## config.mk

```make
export PLATFORM = sky130hd
export DESIGN_NAME = tcam_update_ctrl
export DESIGN_NICKNAME = d
export VERILOG_FILES = /design/src/rtl/fractcam_pkg.sv /design/src/rtl/tcam_update_ctrl_srl_bit_gen.sv /design/src/rtl/tcam_update_ctrl.sv
export SDC_FILE = /design/constraint.sdc
export NUM_CORES = 1
export LEC_CHECK = 0
export ABC_AREA = 1
export CAP_MARGIN = 10
export CORE_MARGIN = 3
export CORE_UTILIZATION = 56
export DETAILED_ROUTE_END_ITERATION = 8
export GPL_TIMING_DRIVEN = 0
export PLACE_DENSITY_LB_ADDON = 0.3
export SETUP_SLACK_MARGIN = 0.1
export SYNTH_ARGS = -nofsm -noshare
export SYNTH_HDL_FRONTEND = slang
export SYNTH_SLANG_ARGS = --single-unit
```

## constraint.sdc

```tcl
create_clock -name clk -period 3.4 [get_ports clk]
set_input_delay 0.51 -clock clk [delete_from_list [all_inputs] [get_ports clk]]
set_output_delay 0.51 -clock clk [all_outputs]
set_load 0.01 [all_outputs]
```

## src/rtl/fractcam_pkg.sv

```systemverilog
// Shared sizing constants and FSM state encoding for the fractured-TCAM update path.
package fractcam_pkg;

    localparam int CHUNK_W   = 5;
    localparam int NUM_CHUNK = 6;
    localparam int NUM_BLOCK = 8;
    localparam int SRL_DEPTH = 32;
    localparam int KEY_W     = CHUNK_W * NUM_CHUNK;

    typedef enum logic [1:0] {
        IDLE  = 2'd0,
        SHIFT = 2'd1,
        DONE  = 2'd2
    } state_t;

endpackage

```

## src/rtl/tcam_update_ctrl_srl_bit_gen.sv

```systemverilog
// Match bit for one key chunk at one SRL address; purely combinational.
module srl_bit_gen
    import fractcam_pkg::*;
#(
    parameter int CW = CHUNK_W
) (
    input  logic [CW-1:0] k,
    input  logic [CW-1:0] key_c,
    input  logic [CW-1:0] mask_c,
    input  logic          del,
    output logic          match
);

    // Shift order starts at the top address: with depth 2**CW, (depth-1-k) is ~k.
    logic [CW-1:0] srl_addr;

    assign srl_addr = ~k;
    assign match    = !del && ((srl_addr & ~mask_c) == (key_c & ~mask_c));

endmodule

```

## src/rtl/tcam_update_ctrl.sv

```systemverilog
// Serialises one rule write into a block of SRL-based TCAM chunks: 32 shift cycles plus a done cycle.
// All outputs are registered from next-state values, so they change on the edge the state changes.
module tcam_update_ctrl #(
    parameter int  CHUNK_W   = fractcam_pkg::CHUNK_W,
    parameter int  NUM_CHUNK = fractcam_pkg::NUM_CHUNK,
    parameter int  NUM_BLOCK = fractcam_pkg::NUM_BLOCK,
    parameter int  SRL_DEPTH = fractcam_pkg::SRL_DEPTH,
    localparam int KEY_W     = CHUNK_W * NUM_CHUNK,
    localparam int ADDR_W    = $clog2(NUM_BLOCK)
) (
    input  logic                 clk,
    input  logic                 rst,
    input  logic                 wr_valid,
    output logic                 wr_ready,
    input  logic [ADDR_W-1:0]    wr_addr,
    input  logic [KEY_W-1:0]     wr_key,
    input  logic [KEY_W-1:0]     wr_mask,
    input  logic                 wr_del,
    output logic [NUM_BLOCK-1:0] ce_demux,
    output logic                 flag,
    output logic                 wr_in,
    output logic [NUM_CHUNK-1:0] srl_din,
    output logic                 busy,
    output logic                 done
);

    import fractcam_pkg::*;

    localparam logic [CHUNK_W-1:0] K_LAST = CHUNK_W'(SRL_DEPTH - 1);

    state_t               state, state_nxt;
    logic [CHUNK_W-1:0]   k, k_nxt;
    logic [ADDR_W-1:0]    addr_q, addr_nxt;
    logic [KEY_W-1:0]     key_q, key_nxt;
    logic [KEY_W-1:0]     mask_q, mask_nxt;
    logic                 del_q, del_nxt;

    logic [NUM_CHUNK-1:0] match_nxt;
    logic [NUM_BLOCK-1:0] ce_demux_nxt;
    logic [NUM_CHUNK-1:0] srl_din_nxt;
    logic                 wr_ready_nxt, busy_nxt, flag_nxt, wr_in_nxt, done_nxt;

    always_comb begin
        state_nxt = state;
        k_nxt     = k;
        addr_nxt  = addr_q;
        key_nxt   = key_q;
        mask_nxt  = mask_q;
        del_nxt   = del_q;
        case (state)
            IDLE: begin
                if (wr_valid && wr_ready) begin
                    addr_nxt  = wr_addr;
                    key_nxt   = wr_key;
                    mask_nxt  = wr_mask;
                    del_nxt   = wr_del;
                    k_nxt     = '0;
                    state_nxt = SHIFT;
                end
            end
            SHIFT: begin
                k_nxt = k + CHUNK_W'(1);
                if (k == K_LAST) begin
                    state_nxt = DONE;
                end
            end
            DONE:    state_nxt = IDLE;
            default: state_nxt = IDLE;
        endcase
    end

    // Match bits are evaluated on next-state values so srl_din lines up with the registered strobes.
    for (genvar c = 0; c < NUM_CHUNK; c++) begin : g_chunk
        srl_bit_gen #(.CW(CHUNK_W)) u_srl_bit_gen (
            .k      (k_nxt),
            .key_c  (key_nxt[c*CHUNK_W +: CHUNK_W]),
            .mask_c (mask_nxt[c*CHUNK_W +: CHUNK_W]),
            .del    (del_nxt),
            .match  (match_nxt[c])
        );
    end

    always_comb begin
        wr_ready_nxt = (state_nxt == IDLE);
        busy_nxt     = (state_nxt != IDLE);
        flag_nxt     = (state_nxt == SHIFT);
        wr_in_nxt    = (state_nxt == SHIFT);
        done_nxt     = (state_nxt == DONE);
        ce_demux_nxt = '0;
        srl_din_nxt  = '0;
        if (state_nxt == SHIFT) begin
            ce_demux_nxt = NUM_BLOCK'(1) << addr_nxt;
            srl_din_nxt  = match_nxt;
        end
    end

    always_ff @(posedge clk) begin
        if (rst) begin
            state    <= IDLE;
            k        <= '0;
            addr_q   <= '0;
            key_q    <= '0;
            mask_q   <= '0;
            del_q    <= 1'b0;
            wr_ready <= 1'b1;
            busy     <= 1'b0;
            flag     <= 1'b0;
            wr_in    <= 1'b0;
            done     <= 1'b0;
            ce_demux <= '0;
            srl_din  <= '0;
        end else begin
            state    <= state_nxt;
            k        <= k_nxt;
            addr_q   <= addr_nxt;
            key_q    <= key_nxt;
            mask_q   <= mask_nxt;
            del_q    <= del_nxt;
            wr_ready <= wr_ready_nxt;
            busy     <= busy_nxt;
            flag     <= flag_nxt;
            wr_in    <= wr_in_nxt;
            done     <= done_nxt;
            ce_demux <= ce_demux_nxt;
            srl_din  <= srl_din_nxt;
        end
    end

endmodule
```

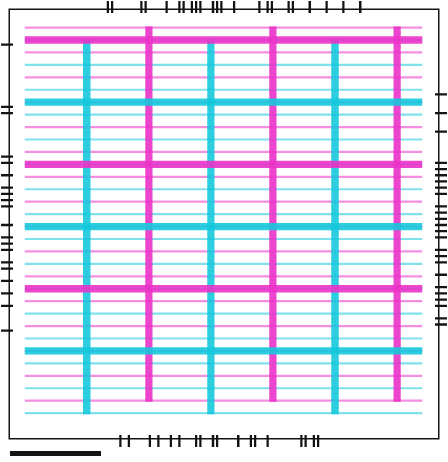
*PDN straps and rails, run 1*
Scale bar: 20 um. Pins as bars on the die edge.
[VDD] magenta
[VSS] cyan
signal pins: 86
met4 straps: 6
rows: 31
core box area: 7330 sq um
VDD IR-drop max: 0.000219 V
die width: 93.6 um
Die Height: 93.6 um

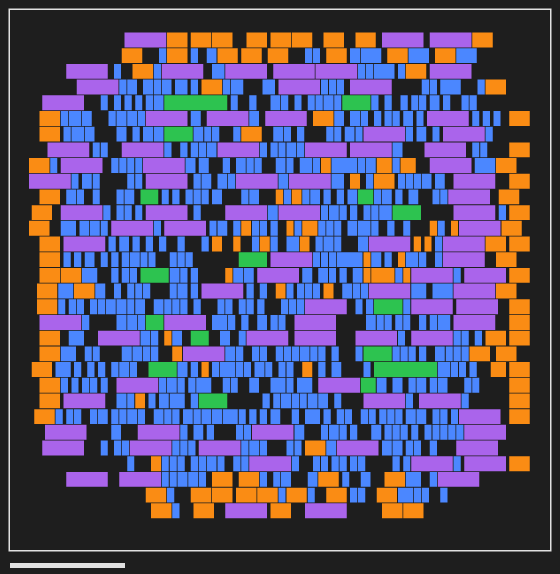
*Cells colored by class, run 1*
Scale bar: 20 um.
[clock drivers and dummy loads] green | cells: 16 | share of their area: 4.2%
[all other logic] blue | cells: 544 | share of their area: 44%
[other buffers and delay cells] orange | cells: 116 | share of their area: 19%
[flip-flops] purple | cells: 89 | share of their area: 33%
row cnt: 31
sequential cell area share: 0.325
Post-Layout Inst Area: 5490 sq um

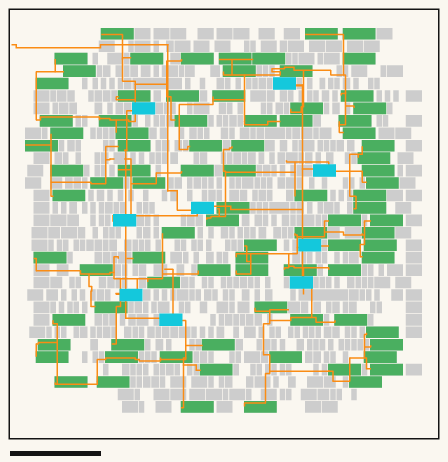
*Clock distribution, run 1*
Scale bar: 20 um.
[flip-flops] green | count: 89
[clock wires] orange | length: 1040 um
[cells driving clock nets] cyan | count: 9
flops lie: widely spread
Clock group: 830 uW
clock latency on the worst-skew pair: 0.37 ns
Worst Skew: 0.0145 ns

==> impl_metrics.yaml, run 1 <==
# generated from flow reports
final_layout:
  fin_util: 0.748
  layout.area.comb_sq_um: 2050
  area_growth_pct: 27.7
  layout-drive-gt1-share: 0.0523
  flop_area_sq_um: 1780
  fin_nets: 829
  layout_top_cell: "nand2_1"
  fill_cells: 563
flow_run:
  warning_count: 26
  max-cap-violations: 0
critical_path:
  cp-start-kind: "input port"
  cp_slowest_cell: "clkdlybuf4s50_1"
  critical_path_depth: 12
  path_max_fanout: 10
  cp_num_buf_inv: 4
  crit_chain: "clkdlybuf4s50_1, nand2_1, inv_1, buf_2, buf_1, nand3_1, nand2_1, nand3_1, nand2_1, nor2_1, nand3_1, nor2_1"
  path_class: "in2reg"
  rr_worst_depth: 12
  cpPeakStageDelay_ns: 0.46
  required_ns: 3.67
  crit_arrival_ns: 2.54
  endpoint_kind: "flop"
routing:
  vias_per_cell: 5.40
  route.detailed.drc: 0
  routed_wirelength_um: 12600
  wl_per_cell_um: 14.6
  ant_nets: 0
  first_iter_violations: 535
  drtPass1Iterations: 5
  num_vias: 4669
placed_design:
  gp_congestion: 0.959
  dp_hpwl_um: 9130
  io_buffers: 84
  dpl-instance-area_sq_um: 5260
synthesis:
  ys_types: 25
  syn_inst: 665
  synth_top_area_share: 0.415
  edf_count: 0
  syn_nets: 734
  ys_seq_frac: 0.415
  yosysWarnings: 0
  synthFlopType: "dfxtp_1"
  ys_chip_area_sq_um: 4300
  yosys_cells: 665
  ys.flops: 89
  syn_area_per_cell_sq_um: 6.46
  synth_area_sq_um: 4300
  yosysTopAreaCell: "dfxtp_1"
  topCellsByArea: "dfxtp_1 (41%), nand2_1 (17%), nand3_1 (9.8%)"
clock_tree:
  clk_pin_slew_worst_paths_ns: 0.10
  cts_resized: 0
  cts_inserted_buffers: 9
  ctsRootBufferMaster: "clkbuf_8"
  cts_tree: "yes"
  hold_buffers: 0
  max-clock-path-buffers: 2
  post_cts_buffers: 0
  cts_htree_levels: 3
  clock-sinks: 89
grt:
  grt_pass1_vias: 4364
  grt_pass1_wl_um: 20300
  antenna_found_initial: 0
  grt_use_total: 0.295
  grt_max_degree: 17
final_timing:
  grt_setup_unrepaired: "no"
  worst_slew_pin_slew_ns: 0.734
  hold_ws_ns: 0.474
  hold_violations: 0
  finalSetupViolations: 0
  relSlewSlack: 0.511
  drv_slew: 0
  timing.final.crit_period_ns: 2.27
  finalSetupTns_ns: 0
  clock.fmax_mhz: 441
floorplan:
  initial_utilization: 0.586
  die_area_sq_um: 8760
power:
  p_per_area_nw_per_um2: 489
  power_leakage_uw: 0.00266
worst_hold_path:
  min_path_cells: 2
  holdCritPathClass: "reg2reg"
outcome:
  status: "complete, no violations"
run 1: through the flow:
| stage | setup WS, ns | std cells | power, uW |
|---|---|---|---|
| floorplan | 1.71 | 665 | 1610 |
| global placement | 0.852 | 848 | 1820 |
| detailed placement | 0.822 | 848 | 1860 |
| CTS | 1.19 | 864 | 2660 |
| global route | 0.949 | 864 | 2800 |
| finish | 1.13 | 864 | 2680 |
run 1: registers in the layout, summed over array words and instances, names as in the netlist, 2 cells and up:
register	cells
addr_q	3
key_q	30
ce_demux	8
srl_din	6
k	5
state	2
mask_q	30
run 1: logic make-up after synthesis:
| kind of cell | count (synthesis) | share of synthesized area |
|---|---|---|
| compound gates | 39 | 0.0457 |
| fa+ha+maj | 2 | 0.00582 |
| buf+inv | 113 | 0.108 |
| flops | 89 | 0.415 |
| mux | 7 | 0.0163 |
| simple gates | 415 | 0.410 |
run 1: per-layer routing:
layer | wire [um] | part of all wire | global-route usage
met5 | 0 | 0 | 0
met1 | 4880 | 0.39 | 0.360
met3 | 1180 | 0.094 | 0.0491
met2 | 6070 | 0.48 | 0.499
met4 | 453 | 0.036 | 0.150
run 1: final cells by class:
cell class	instances	share of cell area
tap	99	0.0226
clock inverter	7	0.0185
inverter	81	0.0554
sequential	89	0.325
clock buffer	9	0.0226
multi-input combinational	463	0.374
timing repair buffer	84	0.153
buffer	32	0.0290
run 1: path summary, 6_finish.rpt:
kind	slack, ns	end	start
hold reg to reg	0.47	key_q[1]	key_q[1]
setup reg to reg	1.26	srl_din[2]	k[0]
hold / removal	0.47	key_q[1]	key_q[1]
setup / recovery	1.13	srl_din[3]	wr_valid
run 1: cell usage after synthesis (7+ instances only):
master / number
a21oi_1: 8
buf_2: 12
clkbuf_1: 9
dfxtp_1: 89
inv_1: 81
mux2i_1: 7
nand2_1: 189
nand3_1: 84
nand3b_1: 17
nor2_1: 111
o21ai_0: 21
o21ai_1: 9
run 1: power breakdown:
group / internal [uW] / switching, uW / total, uW
logic: 264 / 430 / 694
clock network: 420 / 410 / 830
registers: 1130 / 31.6 / 1160
total: 1810 / 871 / 2680
run 1: worst reg2reg max path, stage by stage, from the launching register on:
cell and delay [ns]:
dfxtp_1 0.37, ha_1 0.23, inv_1 0.07, nor3_1 0.05, ha_1 0.27, inv_1 0.03, nand3_1 0.09, nand3_1 0.33
nand3_1 0.20, nand2_1 0.06, nor2_1 0.19, nand3_1 0.12, nor2_1 0.09
## Run 2: what changed since run 1
--- a/config.mk
+++ b/config.mk
@@ -8,7 +8,7 @@
 export ABC_AREA = 1
 export CAP_MARGIN = 10
 export CORE_MARGIN = 3
-export CORE_UTILIZATION = 56
+export CORE_UTILIZATION = 47
 export DETAILED_ROUTE_END_ITERATION = 8
 export GPL_TIMING_DRIVEN = 0
 export PLACE_DENSITY_LB_ADDON = 0.3
==> constraint.sdc (replaced) <==
create_clock -name clk -period 2 [get_ports clk]
set_input_delay 0.3 -clock clk [delete_from_list [all_inputs] [get_ports clk]]
set_output_delay 0.3 -clock clk [all_outputs]
set_load 0.01 [all_outputs]
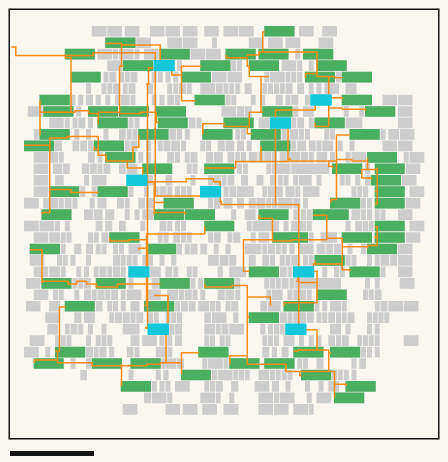
*Clock distribution, run 2*
Scale bar: 20 um.
clock share of power: 0.288
Worst Skew: 0.00985 ns
Clock group: 1300 uW

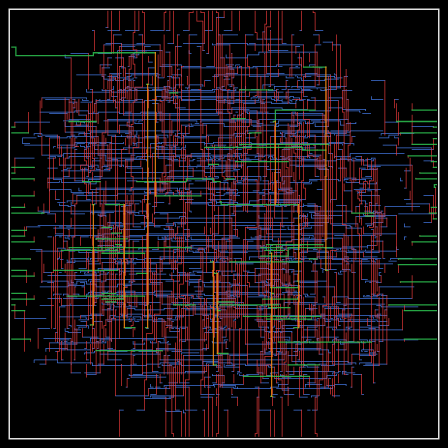
*Metal layers overlaid, run 2*
[met4] orange | wire length: 324 um
[met2] red | wire length: 6070 um
[met3] green | wire length: 718 um
[met1] blue | wire length: 5380 um
DR WL/cell: 14.3 um
via count: 4535
GRT Util Overall: 0.241

==> run 2 against run 1 <==
Net effect:
- utilization shrank 11 points
- non-clock buffer count grew 3
- area after synthesis unchanged
- via count down 2.9%
- flip-flop count stayed put
- die area is 18% higher
- clock-buffer cell count rose by 1
- power is 68% higher
- highest routed layer unchanged
==> impl_metrics.yaml, run 2 <==
# generated from flow reports
routing:
  first_iter_violations: 330
  drtPass1Iterations: 7
  vias_per_cell: 5.18
critical_path:
  path_class: "reg2reg"
  endpoint_kind: "flop"
  crit_path_end: "srl_din[3]"
  regToRegStartpoint: "k[1]"
  rr_worst_depth: 13
  reg2reg_to: "srl_din[3]"
  worst-r2r-setup-slack_ns: 0.14
  critPathLaunch: "k[1]"
  path_max_fanout: 8
floorplan:
  die_x_um: 102
  rows: 34
  fp.dieH_um: 102
clock_tree:
  clock-sinks: 89
  ctsRootBufferMaster: "clkbuf_8"
  cts_tree: "yes"
  cts_inserted_buffers: 9
synthesis:
  syn_inst: 665
  most_common_cell: "nand2_1"
  synth_area_sq_um: 4300
  ys_types: 25
  syn_area_per_cell_sq_um: 6.46
  ys_chip_area_sq_um: 4300
  yosys_cells: 665
  yosysWarnings: 0
  syn_nets: 734
placed_design:
  pre_cts_ws_ns: -0.424
  io_buffers: 84
power:
  power.switching_uw: 1510
  ir_drop_v: 0.000337
  p_per_area_nw_per_um2: 797
final_timing:
  drv_slew: 0
  fin_ws_ns: 0.138
  relSlewSlack: 0.533
  hold_ws_ns: 0.398
outcome:
  status: "complete, no violations"
grt:
  grt_max_degree: 17
  grt_pass1_vias: 4171
flow_run:
  max-cap-violations: 0
final_layout:
  fin_nets: 832
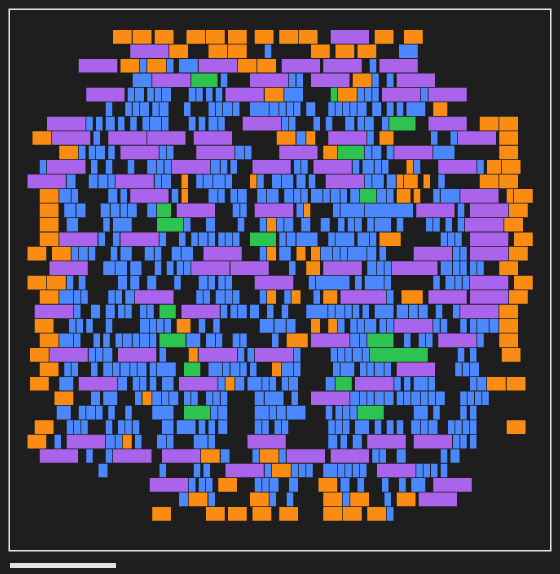
*Cells colored by class, run 2*
Scale bar: 20 um.
[clock drivers and dummy loads] green | cells: 16 | share of their area: 3.6%
[flip-flops] purple | cells: 89 | share of their area: 32%
[other buffers and delay cells] orange | cells: 119 | share of their area: 19%
[all other logic] blue | cells: 544 | share of their area: 45%
final core occ: 0.643
core box area: 8810 sq um
sequential cell area share: 0.316

==> run 2: cell counts after synthesis <==
No cell type changed its count.
==> run 2: what timing repair did <==
action | CTS | global route
pin swaps | 0 | 27
hold endpoints to repair | 0 | 0
setup endpoints to repair | 6 | 12
gates resized | 14 | 40
cloned | 0 | 0
buffers inserted | 0 | 3
==> run 2: worst max-delay path, cell delays in order, from the launching register on <==
cell and delay, ns:
dfxtp_4 0.39, ha_4 0.14, inv_2 0.04, nor3_2 0.16, ha_1 0.25, inv_1 0.06
nand3_2 0.11, nand3_4 0.15, buf_6 0.12, nand3_2 0.08, nand2_2 0.07, nor2_2 0.04
nand3_1 0.10, nor2_1 0.06
==> run 2: cell type report <==
type | count | area, sq um
Clock buffer | 10 | 128
Inverter | 81 | 304
Clock inverter | 6 | 72.6
Sequential cell | 89 | 1790
Fill cell | 791 | 3150
Timing Repair Buffer | 87 | 867
Tap cell | 108 | 135
Multi-Input combinational cell | 463 | 2190
Buffer | 32 | 179
==> run 2: power groups by stage <==
stage,sequential (uW),clock [uW],combinational [uW]
after CTS,1970,1300,1170
final,1970,1300,1250
after detailed placement,2010,0,1140
after global routing,1980,1370,1390
after floorplan,2000,0,731
after global placement,2000,0,1110
==> run 2: routing by layer <==
layer / up-vias / global-route usage
met3: 25 / 0.0365
met4: 0 / 0.102
met2: 164 / 0.408
li1: 2254 / -
met5: - / 0
met1: 2092 / 0.304
==> run 2: logic make-up after synthesis <==
kind of cell	count (synthesis)	synth area share
multiplexers	7	0.0163
flip-flops	89	0.415
buffers and inverters	113	0.108
AND-OR/OR-AND	39	0.0457
adder cells (fa/ha/maj)	2	0.00582
AND/OR/NAND/NOR	415	0.410
==> run 2: stage by stage <==
| stage | instance area (sq um) | cells |
|---|---|---|
| 6_report | 5660 | 876 |
| 5_1_grt | 5660 | 876 |
| 4_1_cts | 5520 | 873 |
| 3_3_place_gp | 5270 | 857 |
| 3_5_place_dp | 5270 | 857 |
| 2_1_floorplan | 4300 | 665 |
==> run 2: worst min-delay path by stage <==
stage | endpoint | depth (start not counted) | start
after floorplan | key_q[1] | 2 | key_q[1]
after global placement | key_q[9] | 2 | key_q[9]
after detailed placement | key_q[1] | 2 | key_q[1]
after CTS | addr_q[2] | 2 | rst
after global routing | done | 2 | rst
final | addr_q[2] | 2 | rst
Power is estimated from default activity; no workload was simulated.
